File: src/rtl/serial_adder.sv
// Bit-serial adder: adds two WIDTH-bit operands plus carry-in, LSB first, one bit
// per clock, with a start/busy/done handshake and registered sum/carry-out.
module serial_adder #(
  parameter int unsigned WIDTH = 8
) (
  input  logic             clk,
  input  logic             rst_n,
  input  logic             start,
  input  logic [WIDTH-1:0] a,
  input  logic [WIDTH-1:0] b,
  input  logic             cin,
  output logic             busy,
  output logic             done,
  output logic [WIDTH-1:0] sum,
  output logic             cout
);

  localparam int unsigned CW = $clog2(WIDTH);

  typedef enum logic [1:0] {IDLE, SHIFT, DONE} state_e;

  state_e           state_q, state_d;
  logic [WIDTH-1:0] a_q, a_d;
  logic [WIDTH-1:0] b_q, b_d;
  logic [WIDTH-1:0] sum_sr_q, sum_sr_d;
  logic [WIDTH-1:0] sum_q, sum_d;
  logic             carry_q, carry_d;
  logic             cout_q, cout_d;
  logic [CW-1:0]    cnt_q, cnt_d;
  logic             fa_s, fa_c;

  // Single-bit full adder cell on the operand LSBs and the running carry
  assign fa_s = a_q[0] ^ b_q[0] ^ carry_q;
  assign fa_c = (a_q[0] & b_q[0]) | (a_q[0] & carry_q) | (b_q[0] & carry_q);

  always_comb begin
    state_d  = state_q;
    a_d      = a_q;
    b_d      = b_q;
    sum_sr_d = sum_sr_q;
    sum_d    = sum_q;
    carry_d  = carry_q;
    cout_d   = cout_q;
    cnt_d    = cnt_q;
    unique case (state_q)
      IDLE: begin
        if (start) begin
          a_d      = a;
          b_d      = b;
          carry_d  = cin;
          cnt_d    = '0;
          sum_sr_d = '0;
          state_d  = SHIFT;
        end
      end
      SHIFT: begin
        sum_sr_d = {fa_s, sum_sr_q[WIDTH-1:1]};
        a_d      = a_q >> 1;
        b_d      = b_q >> 1;
        carry_d  = fa_c;
        cnt_d    = cnt_q + CW'(1);
        // Last bit: publish the completed word straight from the shifter input
        if (cnt_q == CW'(WIDTH - 1)) begin
          sum_d   = {fa_s, sum_sr_q[WIDTH-1:1]};
          cout_d  = fa_c;
          state_d = DONE;
        end
      end
      DONE:    state_d = IDLE;
      default: state_d = IDLE;
    endcase
  end

  always_ff @(posedge clk or negedge rst_n) begin
    if (!rst_n) begin
      state_q  <= IDLE;
      a_q      <= '0;
      b_q      <= '0;
      sum_sr_q <= '0;
      sum_q    <= '0;
      carry_q  <= 1'b0;
      cout_q   <= 1'b0;
      cnt_q    <= '0;
    end else begin
      state_q  <= state_d;
      a_q      <= a_d;
      b_q      <= b_d;
      sum_sr_q <= sum_sr_d;
      sum_q    <= sum_d;
      carry_q  <= carry_d;
      cout_q   <= cout_d;
      cnt_q    <= cnt_d;
    end
  end

  assign busy = (state_q != IDLE);
  assign done = (state_q == DONE);
  assign sum  = sum_q;
  assign cout = cout_q;

endmodule

File: config.mk
export PLATFORM = sky130hd
export DESIGN_NAME = serial_adder
export DESIGN_NICKNAME = d
export VERILOG_FILES = /design/src/rtl/serial_adder.sv
export SDC_FILE = /design/constraint.sdc
export NUM_CORES = 1
export LEC_CHECK = 0
export ABC_AREA = 1
export CORE_MARGIN = 2
export CORE_UTILIZATION = 53
export DETAILED_ROUTE_END_ITERATION = 6
export GPL_TIMING_DRIVEN = 0
export PLACE_DENSITY = 0.8
export SYNTH_ARGS = -nofsm -noshare
export SYNTH_HDL_FRONTEND = slang
export SYNTH_SLANG_ARGS = --single-unit
File: constraint.sdc
create_clock -name clk -period 2.5 [get_ports clk]
set_clock_uncertainty 0.05 [all_clocks]
set_input_delay 0.5 -clock clk [delete_from_list [all_inputs] [get_ports clk]]
set_output_delay 0.5 -clock clk [all_outputs]
set_load 0.02 [all_outputs]
Run 1, wires at chosen ports, followed through buffers:
(6 px per um)
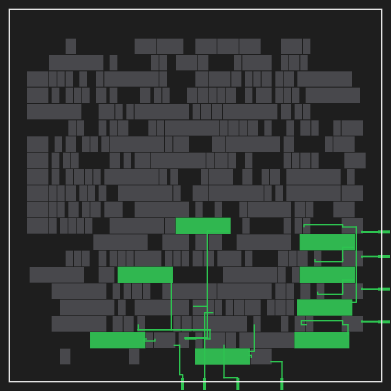
Green shows sum, bits 8, direction output, edge 4 south, 4 east, end cells 8, wire 158 um.
Port Buffers: 30
num ports: 31

Run 1, ports around the boundary:
(4 px per um) Pins as bars across the die edge, other pins in gray.
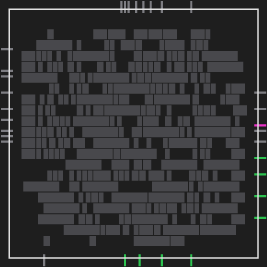
Green shows sum, pins 8, direction output, edge 4 south, 4 east. Magenta shows busy, pins 1, direction output, edge east.
Chip Width: 61.82 um
die height: 61.82 um

Run 1, track usage over the die:
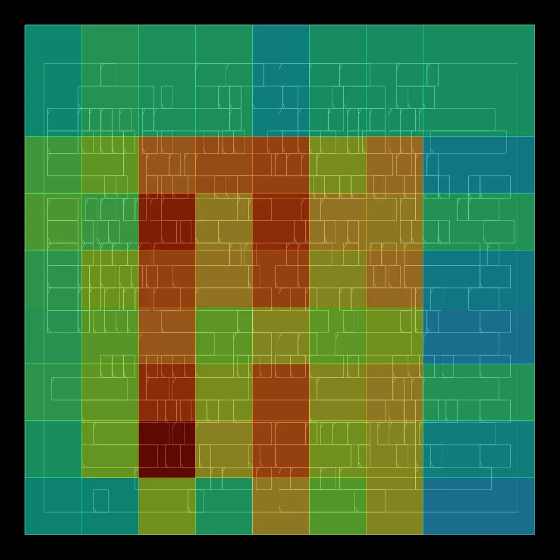
wire per inst: 10.90 um
Top Usage Layer GRT: met2
post-layout util: 0.6984
all-layer global routing usage: 0.2097
met3 usage: 0.08075

Run 1, where the registers sit:
(4 px per um) Other sequential cells in the stronger gray, the rest of the logic in the fainter gray.
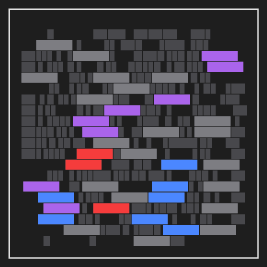
Red shows cnt_q, sequential cells 3. Purple shows a_q, sequential cells 8. Blue shows sum_sr_q, sequential cells 7.
Another 20 sequential cells are not colored.
Seq. pwr: 0.00104 W
fraction of area in registers: 0.4353
FF+latch area: 950.9 um2

==> impl_metrics.json, run 1 <==
{
  "status": "finished clean",
  "worstPathRequired_ns": 1.95,
  "avgSynthCellArea_um2": 7.981,
  "drt_pre_antenna_iters": 4,
  "yosys.area_share.aoi": 0.05862,
  "synth_warnings": 0,
  "worst_pin_slew_ns": 0.8243,
  "power_w": 0.002535,
  "clock_area_frac": 0.02749,
  "grt_pass1_wl_um": 5644,
  "synthArstFlopShare": 1.000,
  "comb_area_share": 0.2766,
  "diodes": 0,
  "inverters": 40,
  "tns_ns": 0,
  "numCtsBuffers": 5,
  "wirelength_met1_um": 1554,
  "holdWs_ns": 0.1789,
  "crit_family": "buffers and inverters",
  "crit_slowest_cell": "clkdlybuf4s50_1",
  "clk_latency_ns": 0.36,
  "pwr-share-comb": 0.454,
  "fa_ha_area_frac": 0.02542,
  "ys_area_um2": 1772,
  "synth.area.top_cells": "dfrtp_1 54%, nand2_1 18%, inv_1 8.3%",
  "leakagePower_nw": 1.193,
  "core_um2": 3128,
  "pg_clk_w": 0.000341,
  "setup_violations": 0,
  "drc_errors": 0,
  "critPathMaxStageDelay_ns": 0.60,
  "nWellTaps": 44,
  "power.switching_w": 0.001022,
  "globalplace.congestion": 0.7721,
  "highest_layer": "met4",
  "grt_start_max_net_pins": 39,
  "min_path_type": "in2async",
  "overflow": 0,
  "routed_wl_um": 3313,
  "layout.area.top_class": "registers",
  "crit_type": "reg2out",
  "synth.top_cell.area_share": 0.5367,
  "r2r_end": "sum[2]",
  "crit_fanout": 10,
  "comb_area_um2": 604.3,
  "r2r_start": "cnt_q[0]",
  "via_count": 1412,
  "cts.sinks": 38,
  "setup_ws_ns": 0.3490,
  "cts_tree": "yes",
  "cts_resized": 0,
  "grt_pass1_vias": 1355,
  "wl_met3_um": 178,
  "p_comb_w": 0.00115,
  "ys_seq_frac": 0.5367,
  "swShare": 0.4033,
  "vias_per_cell": 4.645,
  "r2r_cells": 5,
  "p_seq_frac": 0.411,
  "synth_top_cell_by_area": "dfrtp_1",
  "initCoreUtil": 0.5664,
  "worst-path-stages": 4,
  "endpoint_kind": "primary output",
  "antenna_found_initial": 0,
  "power_leader": "combinational cells",
  "place_ws_ns": 0.4235,
  "p_per_area_nw_per_um2": 1160,
  "row_count": 20,
  "synthTopLogicFamily": "simple AND/OR/NAND/NOR gates",
  "mux_area_frac": 0,
  "wl_met2_um": 1540,
  "fill_cells": 260,
  "logic_gate_count": 134,
  "nets": 282,
  "cts.clk_slew.worst_paths_ns": 0.12,
  "final-nonclk-buf-share": 0.1667,
  "endpoint": "busy",
  "path_cells": "inv_2 -> buf_6 -> nand2_1 -> clkdlybuf4s50_1",
  "stdcell_area_um2": 2185,
  "warnings": 26,
  "chipArea_um2": 3821,
  "nClkBuffers": 7,
  "clock_power_share": 0.134,
  "ys_cells": 222,
  "ys.flops": 38,
  "period_needed_ns": 2.151,
  "period_used_share": 0.8604,
  "path_buffers": 3,
  "common_cells": "83 x nand2_1, 39 x inv_1, 38 x dfrtp_1",
  "dp.cells": 296,
  "syn_nets": 245
}
Run 1, signal wires by layer:
(6 px per um)
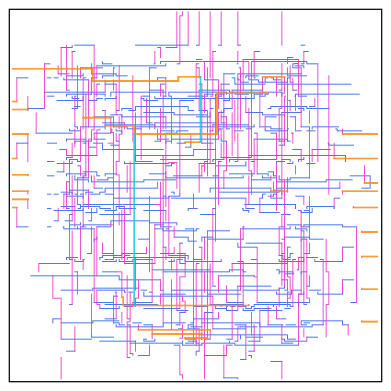

## Run 2: what changed since run 1
Settings changed: CORE_MARGIN 2 to 5, CORE_UTILIZATION 53 to 52, PLACE_DENSITY 0.8 to 0.79.
Clock period 2.5 ns to 2.3 ns, I/O delays scaled along.
Run 2, signal wires by layer:
(6 px per um)
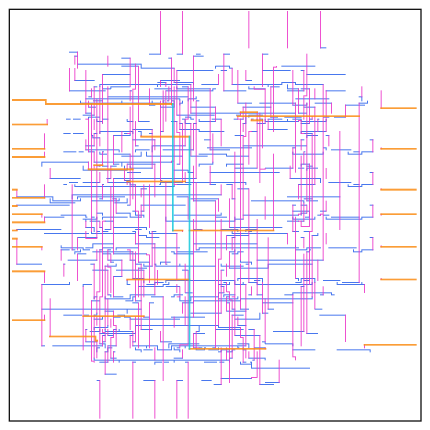
Magenta shows M2, wire length 1610 um. Orange shows M3, wire length 229 um. Blue shows M1, wire length 1530 um. Cyan shows M4, wire length 56.4 um.
Vias: 1422
all-layer global routing usage: 0.1808

==> run 2 against run 1 <==
Critical path depth unchanged. Final cell count up 0.33%. Via count up 0.71%. Die area up 22%. Non-clock buffer count down 1. Sequential share of layout area down 0.81 points. Synthesized area unchanged. Cell area up 1.9%. First-iteration DRC count down 11%. Sequential cell count unchanged. Total power up 17%. Critical path type unchanged. Largest cell class unchanged.
==> impl_metrics.json, run 2 <==
{
  "status": "finished clean",
  "fill_cells": 295,
  "diodes": 0,
  "grt_pass1_vias": 1433,
  "setup_violations": 0,
  "common_cells": "83 x nand2_1, 39 x inv_1, 38 x dfrtp_1",
  "max_cap_viol_count": 0,
  "critPathMaxStageDelay_ns": 0.60,
  "pg_clk_w": 0.000574,
  "n_sequential_cell": 38,
  "overflow": 0,
  "postRouteAntennaNets": 0,
  "avgSynthCellArea_um2": 7.981,
  "cts.sinks": 38,
  "wl_met2_um": 1614,
  "synthesis.area_um2": 1772,
  "initCoreUtil": 0.5351,
  "drt_pre_antenna_iters": 4,
  "period_used_share": 0.9225,
  "ys_cells": 222,
  "drt_iter0_markers": 75,
  "nWellTaps": 46,
  "warnings": 26,
  "swShare": 0.3810,
  "ys.flops": 38,
  "cts_tree": "yes",
  "comb_area_share": 0.2715,
  "clk_latency_ns": 0.35,
  "cts_resized": 1,
  "cts_hold_buf": 0,
  "chipArea_um2": 4674,
  "p_comb_w": 0.00126,
  "place_area_um2": 2125,
  "power_leader": "combinational cells",
  "path_cells": "inv_2 -> buf_6 -> nand2_1 -> clkdlybuf4s50_1",
  "highest_layer": "met4",
  "comb_area_um2": 604.3,
  "leakagePower_nw": 1.199,
  "finalMaxSlewViolations": 0,
  "synthTopLogicFamily": "simple AND/OR/NAND/NOR gates",
  "antenna_found_initial": 0,
  "die-width_um": 68.37,
  "flop_cell": "dfrtp_1",
  "hpwl_um": 2439,
  "arrival_ns": 1.61,
  "vias_per_cell": 4.662,
  "htreeDepth": 2,
  "power.switching_w": 0.001129,
  "grt_use_met2": 0.2900,
  "stdcell_area_um2": 2226,
  "clock_area_frac": 0.04778,
  "place_ws_ns": 0.2531,
  "fp.dieH_um": 68.37,
  "nClkBuffers": 5,
  "synth-edff-count": 0,
  "mux_area_frac": 0,
  "fa_ha_area_frac": 0.02542,
  "nets": 281,
  "r2r_start": "cnt_q[0]",
  "crit_family": "buffers and inverters",
  "r2r_end": "sum[6]",
  "layout.area.top_class": "registers",
  "power_w": 0.002963,
  "synth.area.top_cells": "dfrtp_1 54%, nand2_1 18%, inv_1 8.3%",
  "top_usage_layer": "met2",
  "wirelength_met1_um": 1525,
  "drc_errors": 0,
  "seq_share": 0.4272,
  "syn_nets": 245,
  "syn_to_final_growth_pct": 25.64,
  "io_pins": 31,
  "row_count": 21,
  "core_um2": 3311,
  "slew_headroom": 0.4533,
  "rsz0062_at_grt": "false",
  "yosys.area_share.aoi": 0.05862,
  "period_needed_ns": 2.122,
  "wl_per_cell_um": 11.23,
  "endpoint": "busy",
  "clock_power_share": 0.194,
  "inverters": 40,
  "synth_warnings": 0,
  "routed_wl_um": 3425,
  "synth_cell_type_count": 18,
  "worstPathRequired_ns": 1.79,
  "syn_inst": 222,
  "startpoint": "state_q[1]",
  "logic_gate_count": 134,
  "r2r_cells": 5,
  "ys_seq_frac": 0.5367,
  "grtUsageMet1": 0.2323,
  "synth_top_cell_by_area": "dfrtp_1",
  "pwr-share-comb": 0.424,
  "tns_ns": 0,
  "yosys.cell_count.top_type": "nand2_1",
  "postCtsSetupBuffers": 0,
  "cts-root-buf": "clkbuf_4",
  "min_path_type": "in2async",
  "n_all_buffers": 39,
  "wl_met3_um": 228,
  "endpoint_kind": "primary output",
  "cp-start-kind": "flop",
  "worst_pin_slew_ns": 0.8200,
  "grt_use_met3": 0.05255,
  "synthArstFlopShare": 1.000,
  "simple_gate_area_frac": 0.2571,
  "numCtsBuffers": 5,
  "clockBufferDepth": 2,
  "regToRegSetupSlack_ns": 0.80,
  "final_cell_mix": "83 x nand2_1, 39 x inv_1, 38 x dfrtp_1",
  "path_buffers": 3,
  "dp.cells": 298,
  "grt_start_max_net_pins": 39,
  "final-nonclk-buf-share": 0.1602,
  "regArea_um2": 950.9,
  "crit_slowest_cell": "clkdlybuf4s50_1",
  "worst-path-stages": 4,
  "xor_area_frac": 0,
  "cts.clk_slew.worst_paths_ns": 0.12,
  "setup_ws_ns": 0.1782,
  "port_buffers": 30,
  "fmax_mhz": 471.3,
  "crit_fanout": 10,
  "crit_type": "reg2out",
  "seq-power_w": 0.00113,
  "holdWs_ns": 0.1379,
  "layoutNonFillerInstCount": 305,
  "p_per_area_nw_per_um2": 1331,
  "p_seq_frac": 0.383,
  "grt_pass1_wl_um": 6230,
  "fin_util": 0.6723,
  "globalplace.congestion": 0.8189,
  "layout-drive-gt1-share": 0.09653,
  "ys_area_um2": 1772,
  "synth.top_cell.area_share": 0.5367
}
No activity file was given, so power comes from the tool's default toggle rates.
